===== src/rtl/cla_pkg.sv =====
// Shared definitions for the pipelined CLA adder: legality check, slice sizing,
// per-stage control record and saturation constants.
package cla_pkg;

  localparam int MAX_W = 1024;

  typedef struct packed {
    logic vld;
    logic carry;
    logic sub;
  } stage_ctl_t;

  function automatic bit params_ok(int width, int stages, int group);
    if (width <= 0 || stages <= 0 || group <= 0) return 1'b0;
    if (width % stages != 0) return 1'b0;
    return ((width / stages) % group) == 0;
  endfunction

  function automatic int slice_w(int width, int stages);
    return width / stages;
  endfunction

  function automatic logic [MAX_W-1:0] sat_max(int width);
    logic [MAX_W-1:0] r;
    r = '0;
    for (int i = 0; i < width - 1; i++) r[i] = 1'b1;
    return r;
  endfunction

  function automatic logic [MAX_W-1:0] sat_min(int width);
    logic [MAX_W-1:0] r;
    r = '0;
    r[width-1] = 1'b1;
    return r;
  endfunction

endpackage


===== src/rtl/cla_slice.sv =====
// Combinational SLICE-bit carry-lookahead adder built from GROUP-bit P/G blocks
// with a second lookahead level across the groups.
module cla_slice
  import cla_pkg::*;
#(
  parameter int SLICE = 8,
  parameter int GROUP = 4
) (
  input  logic [SLICE-1:0] a,
  input  logic [SLICE-1:0] b,
  input  logic             cin,
  output logic [SLICE-1:0] s,
  output logic             cout,
  output logic             c_msb_in
);

  localparam int NGRP = SLICE / GROUP;

  logic [SLICE-1:0] p;
  logic [SLICE-1:0] g;
  logic [NGRP-1:0]  gp;
  logic [NGRP-1:0]  gg;
  logic [NGRP:0]    gc;
  logic [SLICE:0]   c;

  assign p = a ^ b;
  assign g = a & b;

  always_comb begin
    gp = '1;
    gg = '0;
    for (int j = 0; j < NGRP; j++) begin
      for (int i = 0; i < GROUP; i++) begin
        gg[j] = g[j*GROUP+i] | (p[j*GROUP+i] & gg[j]);
        gp[j] = gp[j] & p[j*GROUP+i];
      end
    end
  end

  always_comb begin
    gc    = '0;
    gc[0] = cin;
    for (int j = 0; j < NGRP; j++) gc[j+1] = gg[j] | (gp[j] & gc[j]);
  end

  // Group carries come from the lookahead level; bit carries only span one group.
  always_comb begin
    c = '0;
    for (int j = 0; j < NGRP; j++) begin
      c[j*GROUP] = gc[j];
      for (int i = 0; i < GROUP - 1; i++)
        c[j*GROUP+i+1] = g[j*GROUP+i] | (p[j*GROUP+i] & c[j*GROUP+i]);
    end
    c[SLICE] = gc[NGRP];
  end

  assign s        = p ^ c[SLICE-1:0];
  assign cout     = c[SLICE];
  assign c_msb_in = c[SLICE-1];

endmodule


===== src/rtl/cla_pipe_adder.sv =====
// Pipelined CLA adder/subtractor: stage k adds slice k, carries are registered between stages.
// Build option: define CLA_PIPE_SAT_EN to clamp signed overflow to the signed max/min.
module cla_pipe_adder
  import cla_pkg::*;
#(
  parameter int WIDTH  = 32,
  parameter int STAGES = 4,
  parameter int GROUP  = 4
) (
  input  logic             wb_clk_i,
  input  logic             wb_rst_ni,
  input  logic             in_valid_i,
  output logic             in_ready_o,
  input  logic [WIDTH-1:0] a_i,
  input  logic [WIDTH-1:0] b_i,
  input  logic             cin_i,
  input  logic             sub_i,
  output logic             out_valid_o,
  input  logic             out_ready_i,
  output logic [WIDTH-1:0] sum_o,
  output logic             cout_o,
  output logic             ovf_o
);

  localparam int SLICE = slice_w(WIDTH, STAGES);
  localparam int NREG  = (STAGES > 1) ? STAGES - 1 : 1;
  localparam int LAST  = STAGES - 1;

  if (!params_ok(WIDTH, STAGES, GROUP)) begin : g_param_check
    $error("cla_pipe_adder: illegal WIDTH/STAGES/GROUP combination");
  end

  logic             adv;
  stage_ctl_t       ctl_p [NREG];
  logic [WIDTH-1:0] a_p   [NREG];
  logic [WIDTH-1:0] b_p   [NREG];
  logic [WIDTH-1:0] sum_p [NREG];

  logic             vld_s  [STAGES];
  logic             cin_s  [STAGES];
  logic             sub_s  [STAGES];
  logic             cout_s [STAGES];
  logic             cmsb_s [STAGES];
  logic [WIDTH-1:0] a_s    [STAGES];
  logic [WIDTH-1:0] b_s    [STAGES];
  logic [WIDTH-1:0] sum_s  [STAGES];
  logic [WIDTH-1:0] sum_n  [STAGES];
  logic [SLICE-1:0] slice_sum [STAGES];

  logic             ovf_n;
  logic [WIDTH-1:0] sum_fin;

  assign adv        = !out_valid_o || out_ready_i;
  assign in_ready_o = adv;

  for (genvar k = 0; k < STAGES; k++) begin : g_stage
    localparam logic [WIDTH-1:0] MASK = WIDTH'({SLICE{1'b1}}) << (k * SLICE);

    if (k == 0) begin : g_head
      assign vld_s[k] = in_valid_i;
      assign a_s[k]   = a_i;
      assign b_s[k]   = b_i;
      assign sum_s[k] = '0;
      assign sub_s[k] = sub_i;
      assign cin_s[k] = sub_i | cin_i;
    end else begin : g_body
      assign vld_s[k] = ctl_p[k-1].vld;
      assign a_s[k]   = a_p[k-1];
      assign b_s[k]   = b_p[k-1];
      assign sum_s[k] = sum_p[k-1];
      assign sub_s[k] = ctl_p[k-1].sub;
      assign cin_s[k] = ctl_p[k-1].carry;
    end

    cla_slice #(.SLICE(SLICE), .GROUP(GROUP)) u_slice (
      .a        (a_s[k][k*SLICE +: SLICE]),
      .b        (b_s[k][k*SLICE +: SLICE] ^ {SLICE{sub_s[k]}}),
      .cin      (cin_s[k]),
      .s        (slice_sum[k]),
      .cout     (cout_s[k]),
      .c_msb_in (cmsb_s[k])
    );

    assign sum_n[k] = (sum_s[k] & ~MASK) | (WIDTH'(slice_sum[k]) << (k * SLICE));
  end

  // Inter-stage boundary: control record (reset) and skewed operands/partial sums (no reset).
  always_ff @(posedge wb_clk_i or negedge wb_rst_ni) begin
    if (!wb_rst_ni) begin
      for (int k = 0; k < NREG; k++) ctl_p[k] <= '0;
    end else if (adv) begin
      for (int k = 0; k < STAGES - 1; k++)
        ctl_p[k] <= '{vld: vld_s[k], carry: cout_s[k], sub: sub_s[k]};
    end
  end

  always_ff @(posedge wb_clk_i) begin
    if (adv) begin
      for (int k = 0; k < STAGES - 1; k++) begin
        a_p[k]   <= a_s[k];
        b_p[k]   <= b_s[k];
        sum_p[k] <= sum_n[k];
      end
    end
  end

  assign ovf_n = cmsb_s[LAST] ^ cout_s[LAST];

`ifdef CLA_PIPE_SAT_EN
  localparam logic [WIDTH-1:0] SAT_MAX = WIDTH'(sat_max(WIDTH));
  localparam logic [WIDTH-1:0] SAT_MIN = WIDTH'(sat_min(WIDTH));

  // Overflow direction follows the sign of operand A.
  assign sum_fin = !ovf_n ? sum_n[LAST] : (a_s[LAST][WIDTH-1] ? SAT_MIN : SAT_MAX);
`else
  assign sum_fin = sum_n[LAST];
`endif

  // Output boundary: held while the consumer stalls.
  always_ff @(posedge wb_clk_i or negedge wb_rst_ni) begin
    if (!wb_rst_ni) begin
      out_valid_o <= 1'b0;
      sum_o       <= '0;
      cout_o      <= 1'b0;
      ovf_o       <= 1'b0;
    end else if (adv) begin
      out_valid_o <= vld_s[LAST];
      sum_o       <= sum_fin;
      cout_o      <= cout_s[LAST];
      ovf_o       <= ovf_n;
    end
  end

endmodule

===== config.mk =====
export PLATFORM = sky130hd
export DESIGN_NAME = cla_pipe_adder
export DESIGN_NICKNAME = d
export VERILOG_FILES = /design/src/rtl/cla_pkg.sv /design/src/rtl/cla_slice.sv /design/src/rtl/cla_pipe_adder.sv
export SDC_FILE = /design/constraint.sdc
export NUM_CORES = 1
export LEC_CHECK = 0
export CAP_MARGIN = 20
export CELL_PAD_IN_SITES_DETAIL_PLACEMENT = 0
export CELL_PAD_IN_SITES_GLOBAL_PLACEMENT = 1
export CORE_MARGIN = 2
export CORE_UTILIZATION = 42
export DETAILED_ROUTE_END_ITERATION = 16
export PLACE_DENSITY_LB_ADDON = 0.1
export SLEW_MARGIN = 20
export SYNTH_ARGS = -nofsm -noshare
export SYNTH_HDL_FRONTEND = slang
export SYNTH_SLANG_ARGS = --single-unit

===== constraint.sdc =====
create_clock -name wb_clk_i -period 3 [get_ports wb_clk_i]
set_input_delay 0.6 -clock wb_clk_i [delete_from_list [all_inputs] [get_ports wb_clk_i]]
set_output_delay 0.6 -clock wb_clk_i [all_outputs]
set_load 0.02 [all_outputs]

Run 1, M1 wires:
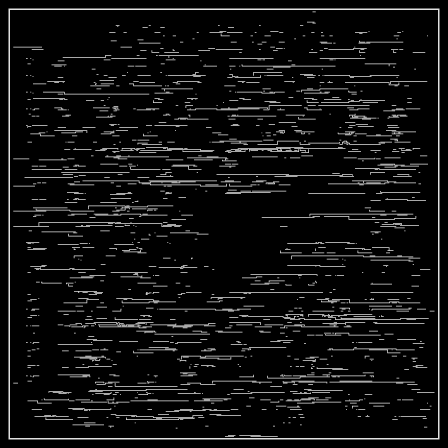
longest straight run: 33.6 um
wire length on this layer: 5010 um
share of all routed wire: 42%
nets with wire on the layer: 655
drt total wl: 11800 um
met1 usage: 15.7%
DR vias: 3869

Run 1, met2 routing:
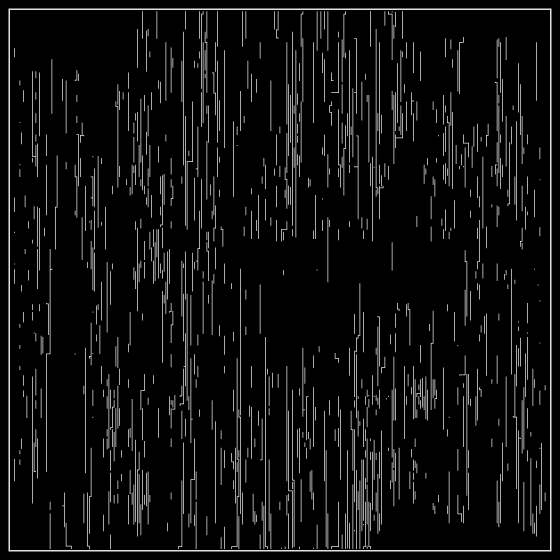
main direction: vertical
share of all routed wire: 51%
nets with wire on the layer: 621
longest straight run: 54.1 um
wire length on this layer: 6050 um
met2 Track Usage GR: 21.6%

==> results_slide.txt, run 1 <==
Synthesis and Place & Route Summary

Setup path
  • CP endpoint kind: register
  • R2R setup slack: 0.11 ns
  • RR Endpoint: sum_p[0][87]
  • CP required: 3.18 ns
  • Worst setup endpoint: sum_p[0][7]
  • Setup CP Type: input pin to register
  • Launch point of the worst path: b_i[1]
  • Crit path launch type: input pin
  • Reg2reg path depth: 10

Clock tree
  • # hold bufs at CTS: 0
  • Clock root buffer: clkbuf_16
  • Clock latency on the worst-skew pair: 0.43 ns
  • Reg clk slew, reported paths: 0.07 ns
  • CTS tree: yes
  • CTS Buffer Depth: 2
  • CTS Buf Count: 17
  • H-tree depth: 4
  • Clk sink count: 188

Power and ir drop
  • P per Cell Area: 1030 nW/um^2
  • P_leak: 3.93 nW
  • Max IR drop VDD: 0.594 mV

Synth
  • Post-synth EDFFs: 144
  • Post-Syn Area: about 7700 sq um
  • Ys cells: 459
  • Asr flop ratio synth: between 20% and 30%
  • Count of synthesis-stage warnings from yosys: 0
  • Largest area contributor in the netlist: edfxtp_1
  • Yosys chip area: 7710 sq um
  • Register area share after synthesis: 70.4%
  • Top area contributor share: 56.1%
  • Cell variety after synth: 32
  • Syn Inst Count: 459
  • Synth flops: 188

Outcome
  • Status: complete, no violations

Floorplan
  • Die X: between 100 and 150 um
  • Die area: 19500 sq um
  • Num ports: 106

STA
  • Least-Margin Pin Slew: between 0.6 and 0.7 ns
  • Clock Skews: 0.0143 ns
  • Count of final hold-check violations: 0
  • RSZ-0062 raised after global routing: true
  • Post-layout period usage: 98.8%
  • Final min period: 2.96 ns
  • Max Freq: 0.337 GHz
  • Final setup violation count: 0

Routing
  • DR DRC count: 0
  • First drt pass iteration count: 4
  • Routed len/inst: about 14 um
  • DR iter-0 viols: 178

Run
  • Maxcap violations: 0
  • Tool warnings: 27

GRT
  • First-pass GRT wire length: 19400 um
  • All-Layer GR Usage: about an eighth
  • Largest net degree at the start of global routing: ~70
  • Remaining Overflow, GRT: 0
  • Vias in the first global route: 3935

Layout
  • Layout cell share with drive strength beyond 1: 16.9%
  • # fillers: between 1000 and 1500
  • Area delta synth->final: 26.8%
  • Diode count: 0
  • Post-route cell area: 9770 sq um
  • Nets: between 700 and 800
  • Fin util: 54.4%

Hold path
  • Worst hold path type: input pin to async pin

Place
  • Hpwl dp: approximately 8300 um
  • Placed cell area: approximately 9100 sq um
Run 1, met3 routing:
The bar under the picture is 50 um long.
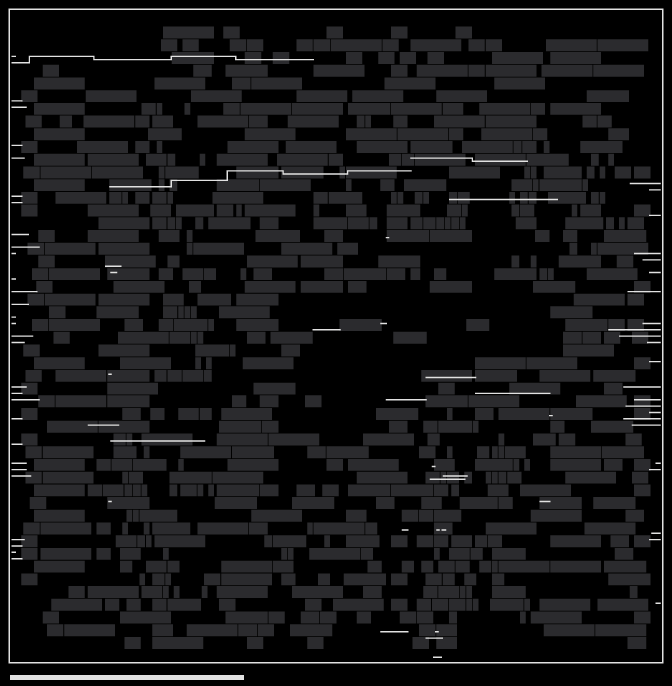
longest straight run: 23.0 um
wire length on this layer: 462 um
main direction: horizontal
met3 usage: 3.34%

Run 1, metal 4:
The bar under the picture is 50 um long.
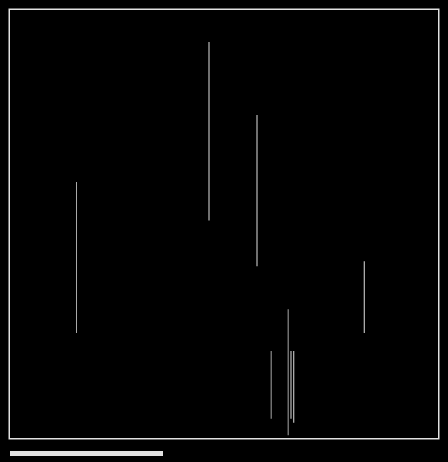
share of all routed wire: 2.4%
nets with wire on the layer: 6
wire length on this layer: 286 um
longest straight run: 57.8 um

[run 1: per-stage QoR]
step / cells / hold WS (ns) / TNS (ns) / power, W / setup slack (ns)
after CTS: 835 / 0.232 / 0 / 0.0102 / 0.0263
after global placement: 803 / 0.401 / -1.48 / 0.00788 / -0.534
after global routing: 838 / 0.266 / -0.0995 / 0.0109 / -0.0497
after detailed placement: 803 / 0.405 / -1.68 / 0.00800 / -0.584
final: 838 / 0.217 / 0 / 0.0101 / 0.0356
after floorplan: 459 / 0.304 / 0 / 0.00667 / 0.00898
[run 1: layout by cell type (no fill, tap or decap), drive strengths merged, types with 3 or more instances in the layout]
cell type	synthesis	final
clkdlybuf4s50	0	103
clkinvlp	0	4
clkinv	0	3
mux2	31	31
buf	9	24
fa	24	24
xor2	35	35
a211oi	3	3
a21oi	22	22
a21o	3	3
dfrtp	44	44
nand2	12	12
nor2	15	15
inv	59	62
clkbuf	1	21
xnor2	6	6
o21ai	8	8
ha	32	32
edfxtp	144	144
[run 1: cell usage after synthesis (all sizes together) (2+ instances only)]
cell	instances
edfxtp	144
inv	59
dfrtp	44
xor2	35
ha	32
mux2	31
fa	24
a21oi	22
nor2	15
nand2	12
buf	9
o21ai	8
xnor2	6
a211oi	3
a21o	3
mux2i	2
nand2b	2
nor3	2
[run 1: where the power goes]
part           internal [W]  switching (W)  leakage [nW]
logic               0.00172        0.00184          1.71
registers           0.00401       0.000370          1.96
clock network       0.00120       0.000948         0.268
total               0.00693        0.00316          3.93
[run 1: repair_timing]
action,CTS,global route
pin swaps,0,5
setup endpoints to repair,4,8
resized,4,7
setup buffers,0,3
gates cloned,0,0
hold endpoints to repair,0,0
[run 1: routing by layer]
| layer | global-route usage (%) | share of wire (%) | up-vias |
|---|---|---|---|
| li1 | - | - | 1868 |
| met1 | 15.7 | 42 | 1888 |
| met2 | 21.6 | 51 | 92 |
| met3 | 3.34 | 3.9 | 21 |
| met4 | 5.85 | 2.4 | 0 |
| met5 | 0 | 0 | - |
[run 1: layout make-up]
| type | instances | area [sq um] | share of cell area [%] |
|---|---|---|---|
| Clock buffer | 21 | 460 | 4.71 |
| Inverter | 59 | 221 | 2.27 |
| Sequential cell | 188 | 5430 | 55.5 |
| Clock inverter | 11 | 111 | 1.14 |
| Multi-Input combinational cell | 202 | 2040 | 20.9 |
| Timing Repair Buffer | 128 | 1230 | 12.6 |
| Tap cell | 229 | 287 | 2.93 |
[run 1: worst max-delay path, stage by stage]
cell	delay, ns
clkdlybuf4s50_1	0.47
xor2_2	0.18
ha_1	0.32
nand2_1	0.06
o21ai_2	0.12
a31oi_2	0.13
fa_2	0.36
fa_2	0.36
fa_1	0.41
xnor2_1	0.13
[run 1: cells by family (layout without fill, tap and decap cells)]
kind of cell	after synthesis	after routing	synth area share, %
and+or+nand+nor	32	32	1.92
muxes	33	33	4.79
xor gates and xnor gates	41	41	4.66
DFF	188	188	70.4
AOI/OAI and AO/OA	40	40	3.17
buffers and inverters	69	219	3.65
adders and majority gates	56	56	11.4
[run 1: sequential cells by signal, indices dropped and copies added (netlist names)]
name and count:
cin_s 3, cout_o 1, ctl_p 6, sum_p 48, out_valid_o 1, ovf_o 1
b_p 48, a_p 48, sum_o 32
Run 1, routing congestion:
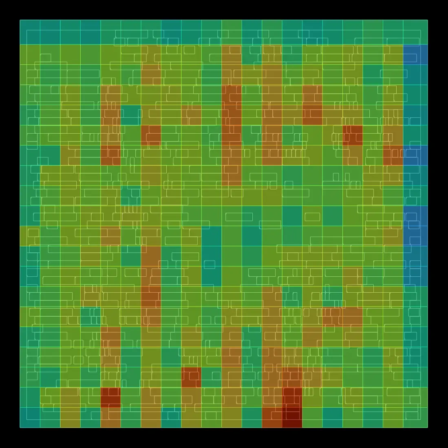

==> run 1 -> run 2 <==
- CELL_PAD_IN_SITES_DETAIL_PLACEMENT: 0 -> unset
- CELL_PAD_IN_SITES_GLOBAL_PLACEMENT: 1 -> unset
- CORE_UTILIZATION: 42 -> 49
- PLACE_DENSITY: unset -> 0.75
- PLACE_DENSITY_LB_ADDON: 0.1 -> unset
Run 2, routing congestion:
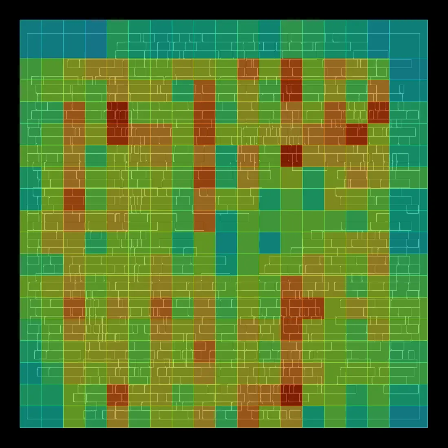
All-Layer GR Usage: 15.9%
Top Usage Layer GRT: met2
routed len/inst: 14.9 um
met3 usage: 4.62%
met2 Track Usage GR: 28.7%

Run 2, met2 routing:
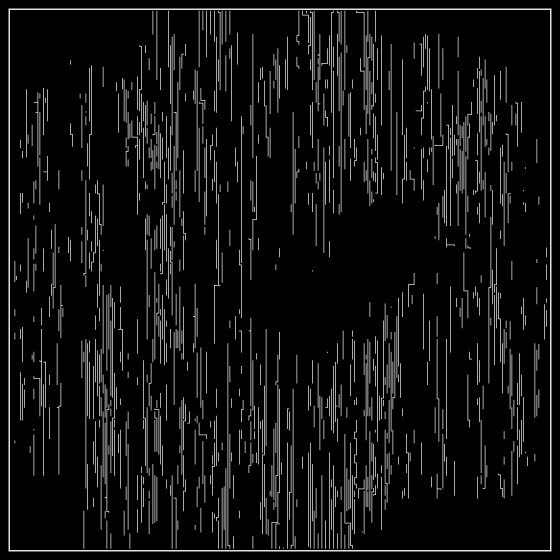
longest straight run: 48.4 um
nets with wire on the layer: 654
share of all routed wire: 54%
main direction: vertical
wire length on this layer: 6580 um
drt total wl: 12200 um
DR vias: 3922

==> results_slide.txt, run 2 <==
Synthesis and Place & Route Summary

Outcome
  • Status: complete, no violations

Synth
  • Ys cells: 459
  • Largest area contributor in the netlist: edfxtp_1
  • Yosys chip area: 7710 sq um
  • Synth flops: 188
  • Top area contributor share: a little under three fifths
  • Cell variety after synth: 32
  • Asr flop ratio synth: 23.4%
  • Most frequent cell after synthesis: edfxtp_1
  • Post-Syn Area: 7710 sq um
  • Count of synthesis-stage warnings from yosys: 0
  • Register area share after synthesis: between 70% and 80%
  • Top cells by count: edfxtp_1 (144), inv_1 (59), dfrtp_1 (44)

Power and ir drop
  • Int Power: 0.00696 W
  • Switching part of the total power: around a third
  • P per Cell Area: approximately 1000 nW/um^2
  • P_sw: 0.00330 W
  • Comb pwr share: 36.1%
  • Max IR drop VDD: ~0.56 mV

STA
  • Post-layout period usage: 98.1%
  • Max Freq: 0.340 GHz
  • Final setup violation count: 0
  • Least-Margin Pin Slew: 0.575 ns
  • Clock Skews: ~0.0095 ns
  • RSZ-0062 raised after global routing: false
  • Final min period: 2.94 ns
  • Setup TNS: 0 ns

Clock tree
  • CTS Buf Count: 17
  • CTS tree: yes
  • H-tree depth: 4
  • Clk sink count: ~190
  • Reg clk slew, reported paths: about 0.06 ns
  • CTS Buffer Depth: 2
  • # hold bufs at CTS: 0
  • Clock root buffer: clkbuf_16
  • Clock latency on the worst-skew pair: 0.43 ns

Floorplan
  • Die area: ~17000 sq um
  • Die X: between 100 and 150 um
  • Num ports: 106

GRT
  • Largest net degree at the start of global routing: 77
  • Vias in the first global route: 4360
  • Remaining Overflow, GRT: 0

Place
  • Hpwl dp: about 8600 um

Routing
  • First drt pass iteration count: 4
  • DR DRC count: 0

Run
  • Maxcap violations: 0

Layout
  • Layout cell share with drive strength beyond 1: 17.7%
  • Nets: 719
  • Diode count: 0
  • Top Registers: a_p x48, b_p x48, sum_p x48

Setup path
  • CP required: between 3 and 4 ns
  • Launch point of the worst path: b_i[1]
  • Crit path launch type: input pin
  • Setup CP Type: input pin to register
[run 2: cell counts after synthesis]
Identical to the previous run, type by type.
[run 2: repair_timing]
action	4_1_cts	5_1_grt
resized	9	11
buffers inserted	0	2
cloned	0	0
setup endpoints to repair	8	9
pin swaps	4	8
[run 2: worst paths after layout]
| kind | to | slack [ns] | cells after the start |
|---|---|---|---|
| worst max-delay path | sum_p[0][6] | 0.06 | 10 |
| worst min-delay path | sum_o[0] | 0.17 | 1 |
| worst max register to register | sum_p[0][87] | 0.13 | 10 |
| worst min register to register | b_p[0][88] | 0.42 | 0 |
| max in group asynchronous | ctl_p[0] | 2.28 | 2 |
| min in group wb_clk_i | b_p[0][88] | 0.42 | 0 |
[run 2: through the flow]
stage / std cells / hold slack (ns) / worst slack, ns / utilization, % / area [sq um]
floorplan: 459 / 0.304 / 0.00898 / - / 7710
global placement: 782 / 0.401 / -0.485 / 59.8 / 9130
detailed placement: 783 / 0.405 / -0.615 / 60.0 / 9150
CTS: 815 / 0.165 / 0.0177 / 63.8 / 9740
global route: 817 / 0.192 / 0.00136 / 64.2 / 9800
finish: 817 / 0.168 / 0.0577 / 64.2 / 9800
[run 2: logic make-up (layout without fill, tap and decap cells)]
group / after synthesis / count (layout) / synth area share (%)
flip-flops: 188 / 188 / 70.4
buffers and inverters: 69 / 216 / 3.65
adder cells (fa/ha/maj): 56 / 56 / 11.4
XOR/XNOR: 41 / 41 / 4.66
AND-OR/OR-AND: 40 / 40 / 3.17
multiplexers: 33 / 33 / 4.79
AND/OR/NAND/NOR: 32 / 32 / 1.92
[run 2: metal layers]
layer  vias to the layer above  wire, um  part of all wire, %  GRT usage [%]
met5                         -         0                    0              0
met4                         0       225                  1.8           6.33
met3                        19       497                  4.1           4.62
met2                        87      6580                   54           28.7
met1                      1947      4870                   40           17.9
li1                       1869         -                    -              -
[run 2: worst max-delay path: stages]
cell and delay (ns):
clkdlybuf4s50_1 0.42, xor2_1 0.16, ha_1 0.32, nand2_2 0.09, o21ai_4 0.14, a31oi_4 0.11
fa_2 0.38, fa_2 0.37, fa_1 0.49, inv_1 0.04
[run 2: power groups by stage]
stage                     logic [W]  registers (W)  clock network [W]
after global placement      0.00341        0.00442                  0
final                       0.00370        0.00439            0.00217
after CTS                   0.00367        0.00442            0.00222
after detailed placement    0.00359        0.00446                  0
after global routing        0.00416        0.00450            0.00231
after floorplan             0.00203        0.00464                  0
[run 2: area by class of cell]
type,count,area (sq um)
fill,1068,5460
clock buffer,19,433
inverter,59,221
timing repair buffer,125,1240
sequential,188,5430
tap,211,264
clock inverter,13,136
multi-input combinational,202,2070
Run 2, M1 wires:
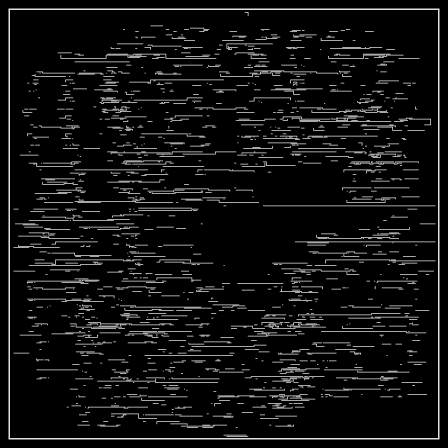

==> run 2 -> run 3 <==
- clock period: 3 -> 2.6 ns (I/O delays scaled with it)
Run 3, M1 wires:
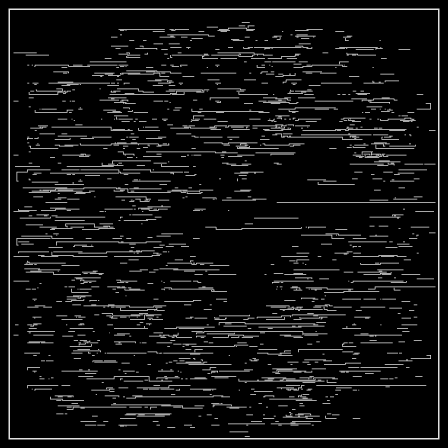
longest straight run: 47.8 um
wire length on this layer: 5180 um
nets with wire on the layer: 674
drt total wl: 13000 um
DR vias: 3989
met1 usage: 19.5%

==> results_slide.txt, run 3 <==
Synthesis and Place & Route Summary

Outcome
  • Status: complete, but fails checks
  • Failing checks: negative setup slack

Routing
  • Routed len/inst: 15.6 um
  • First drt pass iteration count: 5
  • Routed wl met3: 596 um
  • M1 wire length: 5180 um

Synth
  • FA/HA/MAJ Cells, Area Fraction: 11.4%
  • Synth logic family: adder cells
  • Ys cells: 459
  • Largest area contributor in the netlist: edfxtp_1
  • Post-Synth AOI/OAI Area: 3.17%
  • Simple-Gate Area Share: ~1.9%
  • Top area contributor share: 56.1%
  • Post-Syn Area: between 7000 and 8000 sq um

GRT
  • Remaining Overflow, GRT: 0
  • Largest net degree at the start of global routing: about 100

Clock tree
  • CTS tree: yes
  • Clock root buffer: clkbuf_16
  • Clk sink count: 188
  • CTS Buffer Depth: 2
  • Reg clk slew, reported paths: 0.08 ns
  • CTS Buf Count: 17

Layout
  • Layout cell share with drive strength beyond 1: between 20 and 25%
  • Most numerous logic cell after layout: edfxtp_1
  • Diode count: 0
  • # fillers: 1048

STA
  • Worst Slack Setup Final: -0.196 ns
  • Final setup violation count: 7
  • Final min period: around 2.8 ns
  • Min Hold Slack: a little under 0.2 ns
  • Setup TNS: -1.00 ns
  • Max Freq: 0.358 GHz

Setup path
  • Crit path launch type: register
  • CP required: roughly 2.8 ns
  • CP endpoint kind: register
  • Reg2reg path depth: 10

Power and ir drop
  • Switching part of the total power: 32.1%
  • Total power: 0.0124 W
  • Clock network power share: approximately 22%
  • P per Cell Area: 1230 nW/um^2
  • Max IR drop VDD: 0.763 mV

Floorplan
  • Die X: 129 um
  • Num ports: approximately 110
  • Die area: between 15000 and 20000 sq um

Run
  • Tool warnings: 31
Run 3, met3 routing:
The bar under the picture is 50 um long.
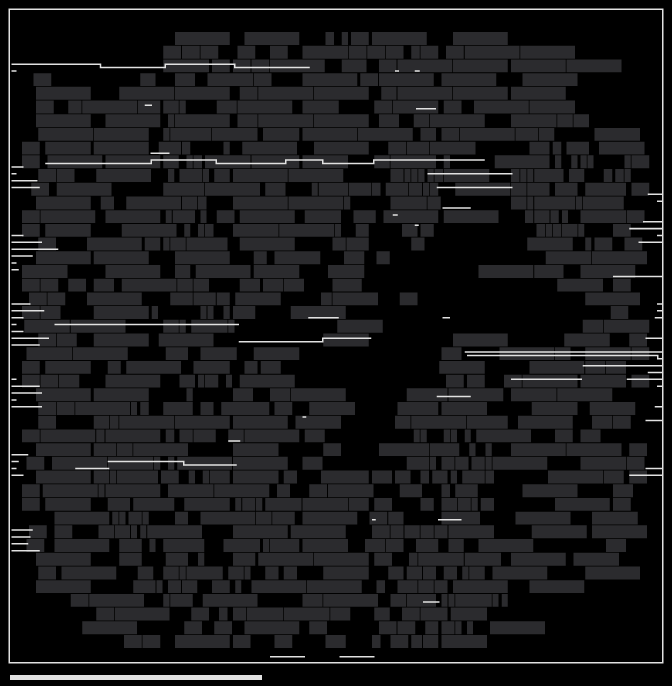
longest straight run: 38.9 um
share of all routed wire: 4.6%
met3 usage: 5.16%

==> run 3: worst paths after layout <==
path / from / end / slack [ns]
worst max-delay path: ctl_p[6] / sum_p[0][46] / -0.20
min in group wb_clk_i: b_p[0][28] / b_p[0][60] / 0.42
max in group asynchronous: wb_rst_ni / ctl_p[3] / 1.94
worst min-delay path: wb_rst_ni / sum_o[11] / 0.19
worst max register to register: ctl_p[6] / sum_p[0][46] / -0.20
worst min register to register: b_p[0][28] / b_p[0][60] / 0.42
==> run 3: worst max-delay path: stages (launching register included) <==
cell and delay, ns:
dfrtp_2 0.48, buf_12 0.16, xor2_1 0.15, ha_1 0.29, nand2_1 0.05, nor2_1 0.12, a211oi_2 0.06, fa_2 0.34
fa_2 0.35, fa_2 0.53, inv_2 0.03
==> run 3: power groups by stage <==
| stage | sequential (W) | combinational, W | clock, W |
|---|---|---|---|
| CTS | 0.00514 | 0.00448 | 0.00281 |
| global placement | 0.00511 | 0.00408 | 0 |
| detailed placement | 0.00519 | 0.00427 | 0 |
| floorplan | 0.00535 | 0.00246 | 0 |
| global route | 0.00523 | 0.00505 | 0.00295 |
| finish | 0.00511 | 0.00453 | 0.00275 |
==> run 3: cell families (layout without fill, tap and decap cells) <==
family,after synthesis,after routing
flip-flops,188,188
buffers and inverters,69,232
adder cells (fa/ha/maj),56,56
XOR/XNOR,41,41
AND-OR/OR-AND,40,40
multiplexers,33,33
AND/OR/NAND/NOR,32,32
==> run 3: per-stage QoR <==
stage	utilization [%]	std cells	setup WS, ns
finish	65.9	833	-0.196
global route	65.9	833	-0.276
CTS	65.4	830	-0.194
detailed placement	60.7	791	-0.930
global placement	60.7	791	-0.793
floorplan	-	459	-0.247
==> run 3: cell type report <==
| cell class | count | area [sq um] | share of cell area (%) |
|---|---|---|---|
| sequential | 188 | 5430 | 54.0 |
| multi-input combinational | 202 | 2160 | 21.5 |
| timing repair buffer | 141 | 1340 | 13.3 |
| clock buffer | 18 | 429 | 4.27 |
| tap | 211 | 264 | 2.63 |
| inverter | 59 | 221 | 2.20 |
| clock inverter | 14 | 206 | 2.05 |
==> run 3: metal layers <==
| metal | vias to the layer above | track usage (%) |
|---|---|---|
| met3 | 18 | 5.16 |
| met2 | 91 | 29.7 |
| li1 | 1899 | - |
| met5 | - | 0 |
| met1 | 1981 | 19.5 |
| met4 | 0 | 6.14 |
==> run 3: what timing repair did <==
item,4_1_cts,5_1_grt
pin swaps,18,13
endpoints found under the hold margin,0,0
buffers inserted,7,3
resized,27,9
endpoints found under the setup margin,12,9
Power and IR drop assume default switching activity.
